Fig. 1: supply network
Scale bar: 10 um. Pins as bars on the die edge. Tap cells in gray.
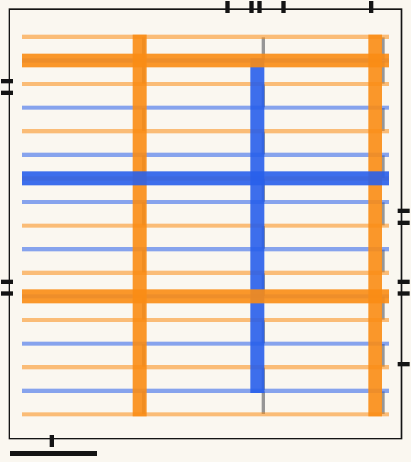
Fig. 2: sequential cells grouped by signal name
Other sequential cells in the stronger gray, the rest of the logic in the fainter gray.
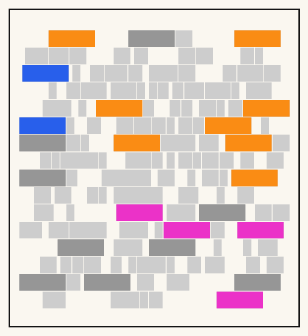
### src/rtl/mitll_sync_pkg.sv
// mitll_sync_pkg
// Shared definitions for the clock-synchronous RSFQ cell models (merger,
// splitter, DFF). It holds the cell state encoding, the default timing
// parameters and the width of the violation counter.
package mitll_sync_pkg;

    // Cell life cycle: settle after reset, wait for a pulse, sit out the
    // critical-timing window, or lock up after a violation (lock mode only).
    typedef enum logic [1:0] {
        STARTUP = 2'd0,
        IDLE    = 2'd1,
        HOLD    = 2'd2,
        ERROR   = 2'd3
    } cell_state_t;

    localparam int DEF_DELAY_CYC   = 4;
    localparam int DEF_HOLDOFF_CYC = 3;
    localparam int DEF_STARTUP_CYC = 4;
    localparam int VIOL_CNT_W      = 8;

endpackage

### src/rtl/mitll_pulse_delay.sv
// mitll_pulse_delay
// DEPTH-stage pulse shift line. A pulse entering at one edge appears at
// pulse_out DEPTH-1 edges later, so a registered consumer sees it DEPTH
// edges after injection. Every stage is independent, which means
// back-to-back pulses are never merged.
// Ports:
//   clk       rising-edge clock
//   clr       synchronous clear of every stage (highest priority)
//   pulse_in  one-cycle pulse to inject
//   pulse_out last stage of the line
module mitll_pulse_delay #(
    parameter int DEPTH = 4
) (
    input  logic clk,
    input  logic clr,
    input  logic pulse_in,
    output logic pulse_out
);

    logic [DEPTH-1:0] line;

    // The per-bit loop keeps DEPTH=1 legal without any zero-width slice.
    always_ff @(posedge clk) begin
        if (clr) begin
            line <= '0;
        end else begin
            line[0] <= pulse_in;
            for (int i = 1; i < DEPTH; i++) begin
                line[i] <= line[i-1];
            end
        end
    end

    assign pulse_out = line[DEPTH-1];

endmodule

### src/rtl/mitll_merger_sync.sv
// mitll_merger_sync
// Cycle-based model of an RSFQ merger: two toggle-encoded inputs are merged
// into one toggle-encoded output after DELAY_CYC cycles. After an accepted
// pulse a HOLDOFF_CYC window opens; any pulse inside it is a violation and
// is dropped. Pulses arriving in the first STARTUP_CYC cycles after reset
// are ignored.
// Optional feature macro: MERGER_ERR_LOCK_EN. When it is defined, the first
// violation locks the cell in ERROR (line flushed, out frozen, err sticky)
// until rst. When it is undefined, err is a one-cycle flag per violation.
// Ports:
//   clk       rising-edge clock
//   rst       synchronous active-high reset
//   in1, in2  toggle-encoded pulse inputs
//   out       toggle-encoded merged output
//   busy      high while the hold-off window is open
//   err       violation indicator
//   viol_cnt  saturating count of violating cycles
module mitll_merger_sync
    import mitll_sync_pkg::*;
#(
    parameter int DELAY_CYC   = DEF_DELAY_CYC,
    parameter int HOLDOFF_CYC = DEF_HOLDOFF_CYC,
    parameter int STARTUP_CYC = DEF_STARTUP_CYC
) (
    input  logic                  clk,
    input  logic                  rst,
    input  logic                  in1,
    input  logic                  in2,
    output logic                  out,
    output logic                  busy,
    output logic                  err,
    output logic [VIOL_CNT_W-1:0] viol_cnt
);

    localparam int SW = (STARTUP_CYC < 2) ? 1 : $clog2(STARTUP_CYC);
    localparam int HW = (HOLDOFF_CYC < 2) ? 1 : $clog2(HOLDOFF_CYC + 1);
    localparam cell_state_t RESET_STATE = (STARTUP_CYC == 0) ? IDLE : STARTUP;

    generate
        if (DELAY_CYC < 1 || HOLDOFF_CYC < 0 || STARTUP_CYC < 0) begin : g_param_check
            $error("mitll_merger_sync: DELAY_CYC must be >= 1, HOLDOFF_CYC and STARTUP_CYC >= 0");
        end
    endgenerate

    cell_state_t   state;
    logic [SW-1:0] startup_cnt;
    logic [HW-1:0] hold_cnt;
    logic          in1_q;
    logic          in2_q;
    logic          pulse1;
    logic          pulse2;
    logic          inject;
    logic          viol;
    logic          line_clr;
    logic          line_out;

    // Edge detection on the toggle inputs, plus the decision of what this
    // cycle's pulses do: enter the delay line, count as a violation, or
    // vanish (startup mask, error lock).
    always_comb begin
        pulse1 = in1 ^ in1_q;
        pulse2 = in2 ^ in2_q;
        inject = 1'b0;
        viol   = 1'b0;
        case (state)
            IDLE: begin
                if (pulse1 && pulse2) begin
                    viol = 1'b1;
`ifdef MERGER_ERR_LOCK_EN
                    inject = 1'b0;
`else
                    inject = 1'b1;
`endif
                end else begin
                    inject = pulse1 | pulse2;
                end
            end
            HOLD:    viol = pulse1 | pulse2;
            default: ;
        endcase
    end

`ifdef MERGER_ERR_LOCK_EN
    assign line_clr = rst || (state == ERROR);
`else
    assign line_clr = rst;
`endif

    mitll_pulse_delay #(
        .DEPTH (DELAY_CYC)
    ) u_delay (
        .clk       (clk),
        .clr       (line_clr),
        .pulse_in  (inject),
        .pulse_out (line_out)
    );

    // Cell state machine with registered outputs. in_k_q still follows the
    // inputs during reset, so releasing rst never produces a phantom pulse.
    always_ff @(posedge clk) begin
        if (rst) begin
            state       <= RESET_STATE;
            startup_cnt <= '0;
            hold_cnt    <= '0;
            in1_q       <= in1;
            in2_q       <= in2;
            out         <= 1'b0;
            busy        <= 1'b0;
            err         <= 1'b0;
            viol_cnt    <= '0;
        end else begin
            in1_q <= in1;
            in2_q <= in2;
            if (viol && (viol_cnt != '1)) begin
                viol_cnt <= viol_cnt + VIOL_CNT_W'(1);
            end
`ifdef MERGER_ERR_LOCK_EN
            if (state != ERROR) begin
                out <= out ^ line_out;
            end
            if (viol) begin
                err <= 1'b1;
            end
`else
            out <= out ^ line_out;
            err <= viol;
`endif
            case (state)
                STARTUP: begin
                    if (startup_cnt == SW'(STARTUP_CYC - 1)) begin
                        state <= IDLE;
                    end else begin
                        startup_cnt <= startup_cnt + SW'(1);
                    end
                end
                IDLE: begin
`ifdef MERGER_ERR_LOCK_EN
                    if (viol) begin
                        state <= ERROR;
                    end else if (inject && (HOLDOFF_CYC > 0)) begin
                        state    <= HOLD;
                        hold_cnt <= HW'(HOLDOFF_CYC);
                        busy     <= 1'b1;
                    end
`else
                    if (inject && (HOLDOFF_CYC > 0)) begin
                        state    <= HOLD;
                        hold_cnt <= HW'(HOLDOFF_CYC);
                        busy     <= 1'b1;
                    end
`endif
                end
                HOLD: begin
                    // The window runs to completion regardless of late
                    // pulses; they are dropped, never restart it.
`ifdef MERGER_ERR_LOCK_EN
                    if (viol) begin
                        state <= ERROR;
                        busy  <= 1'b0;
                    end else if (hold_cnt == HW'(1)) begin
                        state <= IDLE;
                        busy  <= 1'b0;
                    end else begin
                        hold_cnt <= hold_cnt - HW'(1);
                    end
`else
                    if (hold_cnt == HW'(1)) begin
                        state <= IDLE;
                        busy  <= 1'b0;
                    end else begin
                        hold_cnt <= hold_cnt - HW'(1);
                    end
`endif
                end
                ERROR: ;
            endcase
        end
    end

endmodule

### config.mk
export PLATFORM = sky130hd
export DESIGN_NAME = mitll_merger_sync
export DESIGN_NICKNAME = d
export VERILOG_FILES = /design/src/rtl/mitll_sync_pkg.sv /design/src/rtl/mitll_pulse_delay.sv /design/src/rtl/mitll_merger_sync.sv
export SDC_FILE = /design/constraint.sdc
export NUM_CORES = 1
export LEC_CHECK = 0
export CORE_ASPECT_RATIO = 1.1
export CORE_UTILIZATION = 57
export CTS_CLUSTER_SIZE = 40
export DETAILED_ROUTE_END_ITERATION = 6
export GPL_ROUTABILITY_DRIVEN = 1
export PLACE_DENSITY_LB_ADDON = 0.08
export REMOVE_ABC_BUFFERS = 1
export SYNTH_ARGS = -nofsm -noshare
export SYNTH_HDL_FRONTEND = slang
export SYNTH_SLANG_ARGS = --single-unit
### constraint.sdc
create_clock -name clk -period 2.75 [get_ports clk]
set_clock_uncertainty 0.1 [all_clocks]
set_input_delay 0.55 -clock clk [delete_from_list [all_inputs] [get_ports clk]]
set_output_delay 0.55 -clock clk [all_outputs]
set_load 0.1 [all_outputs]
==> run_summary.xml <==
<?xml version="1.0" encoding="UTF-8"?>
<metrics>
  <group name="floorplan">
    <metric name="total_die_size" unit="um2">2220</metric>
  </group>
  <group name="finish">
    <metric name="combAreaFraction" unit="%">50.0</metric>
    <metric name="finalInstanceArea" unit="um2">1330</metric>
    <metric name="num-fill-cells" unit="">152</metric>
    <metric name="area_share_clock_buf_inv" unit="%">1.98</metric>
    <metric name="final-nonclk-buf-share" unit="%">9.07</metric>
  </group>
  <group name="placed_design">
    <metric name="dp.cells" unit="">160</metric>
    <metric name="port_buffers" unit="">14</metric>
  </group>
  <group name="setup_path">
    <metric name="critical_path_class" unit="">primary input to register</metric>
    <metric name="critical-path-top-delay-family" unit="">buffers and inverters</metric>
    <metric name="rr_startpoint" unit="">state[1]</metric>
    <metric name="critPathMaxFanout" unit="">10</metric>
    <metric name="reg2reg_slack" unit="ns">0.86</metric>
  </group>
  <group name="timing">
    <metric name="timing.final.max_slew_violations" unit="">0</metric>
  </group>
  <group name="yosys">
    <metric name="synthTopCellsByArea" unit="">sky130_fd_sc_hd__dfxtp_1 40%, sky130_fd_sc_hd__ha_1 7.5%, sky130_fd_sc_hd__mux2_2 5.8%</metric>
    <metric name="muxShareOfSynthArea" unit="%">7.54</metric>
    <metric name="xor_area_share" unit="%">5.82</metric>
    <metric name="ys_types" unit="">31</metric>
    <metric name="synth.ff_latch_count" unit="">23</metric>
    <metric name="ys_cells" unit="">122</metric>
    <metric name="synthesis.yosys.warnings" unit="">0</metric>
    <metric name="async_reset_ff_share" unit="%">0</metric>
    <metric name="post_synth_most_frequent_cells" unit="">23 x sky130_fd_sc_hd__dfxtp_1, 12 x sky130_fd_sc_hd__nor2_1, 10 x sky130_fd_sc_hd__nor2b_1</metric>
  </group>
  <group name="pwr">
    <metric name="p_comb_share" unit="%">41.1</metric>
  </group>
  <group name="cts">
    <metric name="post-cts-setup-buffers" unit="">0</metric>
    <metric name="cts.sink_count" unit="">23</metric>
  </group>
  <group name="global_route">
    <metric name="grt-busiest-layer" unit="">met2</metric>
    <metric name="grt_first_pass_wirelength" unit="um">3680</metric>
  </group>
  <group name="outcome">
    <metric name="run_status" unit="">completed</metric>
  </group>
  <group name="drt">
    <metric name="post_drt_wl_per_cell" unit="um">12.7</metric>
    <metric name="met2RoutedLength" unit="um">1080</metric>
  </group>
  <group name="min_path">
    <metric name="worst_hold_startpoint" unit="">u_delay.line[1]</metric>
  </group>
</metrics>
Notes on Fig. 1 above:
| net | color |
|---|---|
| VSS | orange |
| VDD | blue |
met5 straps: 3
rows: 16
Worst IR Drop VDD: 0.524 mV
core region area: 1840 um2
chip width: 45.0 um

Notes on Fig. 2 above:
| name in the netlist | color | flops |
|---|---|---|
| viol_cnt | orange | 8 |
| u_delay.line | magenta | 4 |
| hold_cnt | blue | 2 |
Finished Core Util: 71.9%
Seq. cell area: 460 um2
Sequential Power: 0.422 mW
fraction of area in registers: 34.7%

No activity file was given, so power comes from the tool's default toggle rates.
